### Metal layers overlaid

Drawn at 3 px/micron. Only two layers are drawn.
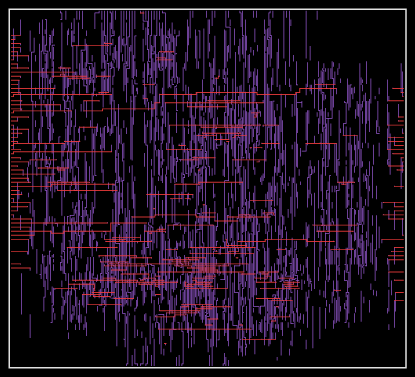
### Gate-type map

Drawn at 3 px/micron.
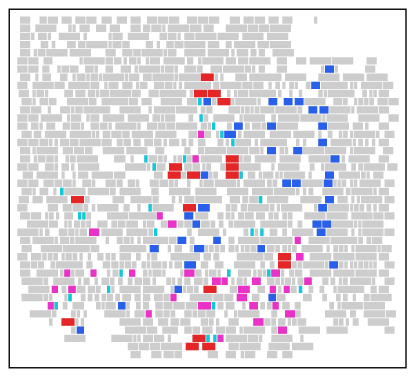
### Layout detail

Window x 51 to 81, y 44 to 74 microns. Cells in gray, sequential cells in the stronger gray; small squares are vias.
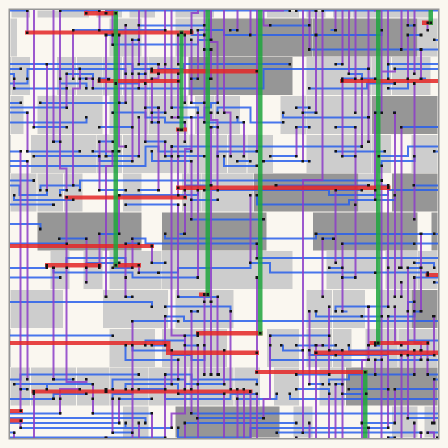
$ cat src/rtl/uart_mon_ctrl.sv
// uart_mon_ctrl: line-oriented monitor (w/r/g/q/p) over a byte stream driving a shared memory port.
// Define UART_MON_ECHO_EN to echo accepted rx bytes on tx.
module uart_mon_ctrl #(
  parameter int ADR_W = 10,
  parameter int NCH = 2,
  parameter int CHW = 4
) (
  input  logic             clk,
  input  logic             rst,
  input  logic [7:0]       rx_data,
  input  logic             rx_valid,
  output logic             rx_ready,
  output logic [7:0]       tx_data,
  output logic             tx_valid,
  input  logic             tx_ready,
  output logic [CHW-1:0]   mem_ch,
  output logic [ADR_W-1:0] mem_adr,
  output logic [31:0]      mem_wdata,
  output logic             mem_wen,
  output logic             mem_ren,
  input  logic [31:0]      mem_rdata,
  input  logic [31:0]      pc_data,
  output logic             cpu_start,
  output logic             quit_cmd,
  output logic [ADR_W-1:0] start_adr,
  output logic             err
);
  localparam logic [3:0] IDLE = 4'd0, CMD = 4'd1, TOKEN = 4'd2, EXEC = 4'd3, RD_REQ = 4'd4,
                         RD_WAIT = 4'd5, SEND_HEX = 4'd6, SEND_CRLF = 4'd7, ERR_FLUSH = 4'd8;
  logic [3:0] st, tcnt, hcnt;
  logic [7:0] cmd;
  logic [31:0] acc, dat;
  logic [CHW-1:0] ch;
  logic [ADR_W-1:0] adr_a, adr_e;
  logic has, bad, last, lf_pend, rx_go, is_cr, is_sp, is_lf, tok_end, wr, ch_bad, slot, known, ok;
  logic [4:0] nib;
  function automatic logic [7:0] hexc(input logic [3:0] n);
    return n < 4'd10 ? 8'h30 + {4'h0, n} : 8'h37 + {4'h0, n};
  endfunction
  always_comb begin
    rx_go = rx_valid && rx_ready;
    is_cr = rx_data == 8'h0d;
    is_sp = rx_data == 8'h20;
    is_lf = rx_data == 8'h0a;
    nib = (rx_data >= 8'h30 && rx_data <= 8'h39) ? {1'b1, rx_data[3:0]} :
          ((rx_data >= 8'h41 && rx_data <= 8'h46) || (rx_data >= 8'h61 && rx_data <= 8'h66)) ?
          {1'b1, rx_data[3:0] + 4'd9} : 5'd0;
    known = rx_data inside {8'h77, 8'h72, 8'h67, 8'h71, 8'h70};
    tok_end = rx_go && st == TOKEN && has && (is_sp || is_cr);
    wr = tok_end && cmd == 8'h77 && tcnt >= 4'd2 && !bad;
    ch_bad = tok_end && tcnt == 4'd0 && (cmd == 8'h77 || cmd == 8'h72) && 32'(acc[CHW-1:0]) >= 32'(NCH);
    slot = !tx_valid || tx_ready;
    ok = cmd == 8'h77 ? tcnt >= 4'd3 :
         cmd == 8'h72 ? (tcnt == 4'd3 && adr_e >= adr_a) :
         cmd == 8'h67 ? tcnt == 4'd1 : tcnt == 4'd0;
  end
  assign mem_ren = !rst && st == RD_REQ;
`ifdef UART_MON_ECHO_EN
  assign rx_ready = !rst && (st == IDLE || st == CMD || st == TOKEN) && !tx_valid && !lf_pend;
`else
  assign rx_ready = !rst && (st == IDLE || st == CMD || st == TOKEN);
  assign lf_pend = 1'b0;
`endif
  always_ff @(posedge clk) begin
    if (rst) begin
      st <= IDLE;
      cmd <= '0;
      acc <= '0;
      dat <= '0;
      ch <= '0;
      adr_a <= '0;
      adr_e <= '0;
      tcnt <= '0;
      hcnt <= '0;
      has <= 1'b0;
      bad <= 1'b0;
      last <= 1'b0;
      tx_data <= '0;
      tx_valid <= 1'b0;
      mem_ch <= '0;
      mem_adr <= '0;
      mem_wdata <= '0;
      mem_wen <= 1'b0;
      cpu_start <= 1'b0;
      quit_cmd <= 1'b0;
      start_adr <= '0;
      err <= 1'b0;
`ifdef UART_MON_ECHO_EN
      lf_pend <= 1'b0;
`endif
    end else begin
      mem_wen <= wr;
      err <= 1'b0;
      cpu_start <= 1'b0;
      quit_cmd <= 1'b0;
      // mem_adr trails adr_a by one edge, so a write captures the pre-increment address
      mem_adr <= adr_a;
      mem_ch <= ch;
      if (wr) begin
        mem_wdata <= acc;
        adr_a <= adr_a + 1'b1;
      end
      if (tx_valid && tx_ready) tx_valid <= 1'b0;
`ifdef UART_MON_ECHO_EN
      if (rx_go) begin
        tx_data <= rx_data;
        tx_valid <= 1'b1;
        lf_pend <= is_cr;
      end else if (lf_pend && slot) begin
        tx_data <= 8'h0a;
        tx_valid <= 1'b1;
        lf_pend <= 1'b0;
      end
`endif
      case (st)
        IDLE: if (rx_go && !is_lf && !is_cr) begin
          cmd <= rx_data;
          bad <= !known;
          err <= !known;
          tcnt <= '0;
          acc <= '0;
          has <= 1'b0;
          st <= CMD;
        end
        CMD: if (rx_go) begin
          if (is_cr) begin
            dat <= pc_data;
            st <= EXEC;
          end else if (is_sp) st <= TOKEN;
          else if (!is_lf && !bad) begin
            bad <= 1'b1;
            err <= 1'b1;
          end
        end
        TOKEN: if (rx_go && !is_lf) begin
          if (is_sp || is_cr) begin
            if (has) begin
              tcnt <= tcnt + {3'b0, tcnt != 4'd15};
              acc <= '0;
              has <= 1'b0;
              if (tcnt == 4'd0) begin
                ch <= acc[CHW-1:0];
                adr_a <= acc[ADR_W-1:0];
              end
              if (tcnt == 4'd1) adr_a <= acc[ADR_W-1:0];
              if (tcnt == 4'd2) adr_e <= acc[ADR_W-1:0];
              if (ch_bad && !bad) begin
                bad <= 1'b1;
                err <= 1'b1;
              end
            end
            if (is_cr) begin
              dat <= pc_data;
              st <= EXEC;
            end
          end else if (nib[4]) begin
            acc <= {acc[27:0], nib[3:0]};
            has <= 1'b1;
          end else if (!bad) begin
            bad <= 1'b1;
            err <= 1'b1;
          end
        end
        EXEC: if (!lf_pend) begin
          if (bad || !ok) begin
            err <= !bad;
            st <= ERR_FLUSH;
          end else if (cmd == 8'h72) begin
            last <= 1'b0;
            st <= RD_REQ;
          end else if (cmd == 8'h67) begin
            start_adr <= adr_a;
            cpu_start <= 1'b1;
            st <= IDLE;
          end else if (cmd == 8'h71) begin
            quit_cmd <= 1'b1;
            st <= IDLE;
          end else if (cmd == 8'h70) begin
            last <= 1'b1;
            hcnt <= '0;
            st <= SEND_HEX;
          end else st <= IDLE;
        end
        RD_REQ: st <= RD_WAIT;
        // last is decided before the increment so a dump ending at the top address never wraps
        RD_WAIT: begin
          dat <= mem_rdata;
          last <= adr_a == adr_e;
          adr_a <= adr_a + 1'b1;
          hcnt <= '0;
          st <= SEND_HEX;
        end
        SEND_HEX: if (slot) begin
          tx_data <= hexc(dat[31:28]);
          tx_valid <= 1'b1;
          dat <= {dat[27:0], 4'h0};
          hcnt <= hcnt == 4'd7 ? 4'd0 : hcnt + 4'd1;
          st <= hcnt == 4'd7 ? SEND_CRLF : SEND_HEX;
        end
        SEND_CRLF: if (slot) begin
          tx_data <= hcnt[0] ? 8'h0a : 8'h0d;
          tx_valid <= 1'b1;
          hcnt <= hcnt + 4'd1;
          st <= !hcnt[0] ? SEND_CRLF : last ? IDLE : RD_REQ;
        end
        ERR_FLUSH: if (slot) begin
          tx_data <= 8'h3f;
          tx_valid <= 1'b1;
          hcnt <= '0;
          last <= 1'b1;
          st <= SEND_CRLF;
        end
        default: st <= IDLE;
      endcase
    end
  end
endmodule

$ cat config.mk
export PLATFORM = sky130hd
export DESIGN_NAME = uart_mon_ctrl
export DESIGN_NICKNAME = d
export VERILOG_FILES = /design/src/rtl/uart_mon_ctrl.sv
export SDC_FILE = /design/constraint.sdc
export NUM_CORES = 1
export LEC_CHECK = 0
export CORE_ASPECT_RATIO = 0.9
export CORE_MARGIN = 2
export CORE_UTILIZATION = 57
export CTS_CLUSTER_DIAMETER = 120
export DETAILED_ROUTE_END_ITERATION = 10
export PLACE_DENSITY = 0.85
export SETUP_SLACK_MARGIN = 0.05
export SLEW_MARGIN = 30
export SYNTH_ARGS = -nofsm -noshare
export SYNTH_HDL_FRONTEND = slang
export SYNTH_SLANG_ARGS = --single-unit
export TNS_END_PERCENT = 5
$ cat constraint.sdc
create_clock -name clk -period 4.74 [get_ports clk]
set_clock_uncertainty 0.2 [all_clocks]
set_input_delay 0.948 -clock clk [delete_from_list [all_inputs] [get_ports clk]]
set_output_delay 0.948 -clock clk [all_outputs]
set_load 0.03 [all_outputs]
==> run_results.csv <==
group,metric,value,unit
power,switching_share,30.6,%
yosys,yosysTopAreaCellShare,42.8,%
grt,met1_usage,37.7,%
finish,nNetsFinal,1193,
floorplanning,core,0.0146,sq mm
yosys,postSynthAreaPerCell,8.52,sq um
clock_tree,cts_made_buffers,17,
power,power_density,361,mW/mm^2
clock_tree,cts_sinks,179,
power,total_power,3.81,mW
finish,largest_class,"logic gates",
sta,worst_pin_slew,875,ps
floorplanning,fp_util,57.5,%
place,placed_cell_area,0.00995,sq mm
finish,n_clock_buffer,18,
yosys,syn-cell-area,0.00837,sq mm
setup_path,crit-reg2reg-capture,"adr_a[5]$_SDFF_PP0_",
setup_path,cp_cell_sequence,"clkdlybuf4s50_1, inv_1, ha_1, and4bb_2, o211ai_4, or4_4, a2111o_1, mux2_4, a21oi_2",
floorplanning,die_w,132,microns
setup_path,end_kind,"flop",
setup_path,cp.required,4900,ps
clock_tree,clk-insertion-delay-late,430,ps
grt,grt_most_used_layer,"met2",
grt,gr-total-overflow,0,
outcome,status,"finished clean",
power,p_leak,3.73,nW
yosys,ys_warn_count,0,
finish,signal_buffers,160,
setup_path,path_delay_family,"simple AND/OR/NAND/NOR gates",
worst_hold_path,min_to,"mem_wdata[29]$_SDFFE_PP0N_",
yosys,synthXorXnorAreaFrac,1.05,%
finish,n_all_inverters,27,
finish,syn2layout_area_growth,26.0,%
setup_path,cp.depth,9,
place,dp_cells,1277,
sta,max_freq,263,MHz
sta,fin_ws,942,ps
sta,hold_violations,0,
detailed_routing,vias_per_cell,6.01,
worst_hold_path,hp-start,"mem_wdata[29]$_SDFFE_PP0N_",
finish,fillers,1140,
power,internal-power,2.64,mW
clock_tree,cts_resized,0,
finish,design.seq.count,179,
place,io_buffers,145,
yosys,mux_share,4.42,%
finish,nonClkBufAreaFrac,14.9,%
worst_hold_path,hp-class,"reg2reg",
place,dpl.hpwl,15.1,mm
power,power.group.top,"sequential cells",
grt,grt_max_degree,71,
power,p_clk,1.45,mW
finish,layout_top_cells,"179 x dfxtp_1, 145 x nand2_1, 144 x clkdlybuf4s50_1",
finish,drive_gt1_share,7.20,%
setup_path,critical_path_buf_inv_count,2,
clock_tree,cts_setup_buffers,0,
setup_path,crit_end,"adr_a[5]$_SDFF_PP0_",
place,dpl_worst_slack,544,ps
run,max_cap_viol_count,0,
finish,logic_gate_count,713,
yosys,ys_types,71,
yosys,area_leaders,"dfxtp_1 43%, nand2_1 6.5%, a21oi_1 4.3%",
finish,register_area,0.00358,sq mm
clock_tree,clk_path_buf_depth,2,
setup_path,reg2reg_depth,6,
clock_tree,cts-root-buf,"clkbuf_16",
sta,rsz0062_at_grt,"no",
power,ir_worst_vdd,0.260,mV
grt,grtUsageMet3,7.15,%
detailed_routing,topRoutingLayerUsed,"met4",
yosys,ys_seq_share,42.8,%
finish,stdcell_area,0.0105,sq mm
grt,grt_pass1_wl,36.2,mm
worst_hold_path,hold_depth,2,
finish,n_antenna_cell,0,
yosys,edf_count,0,
yosys,top_area_cell,"dfxtp_1",
## Picture notes: 'Metal layers overlaid'
| color | layer | wire length |
|---|---|---|
| red | met3 | 1870 microns |
| purple | met2 | 10100 microns |
gr usage total: 28.0%
via count: 7869
DR WL/cell: 16.9 microns
WL final: 22.1 mm

## Picture notes: 'Gate-type map'
| color | family | cells | most used |
|---|---|---|---|
| magenta | AND and OR gates | 32 | or3_1 |
| blue | AND-OR and OR-AND gates | 40 | a22o_1 |
| cyan | inverters | 27 | inv_1 |
| red | adder and majority cells | 19 | ha_1 |
Comb area share: 42.1%
Top cell excl fill/tap: dfxtp_1
final non-filler cell total: 1309

## Picture notes: 'Layout detail'
| color | layer |
|---|---|
| red | met3 |
| blue | met1 |
| green | met4 |
| purple | met2 |
cells with their middle in the window: 76
netlist names of flops here include: `acc` (4), `adr_a` (3), `adr_e` (3)
sequential cells in the window: 10
most frequent: dfxtp_1 (10), nor2_1 (8), ha_1 (7)

No activity file was given, so power comes from the tool's default toggle rates.
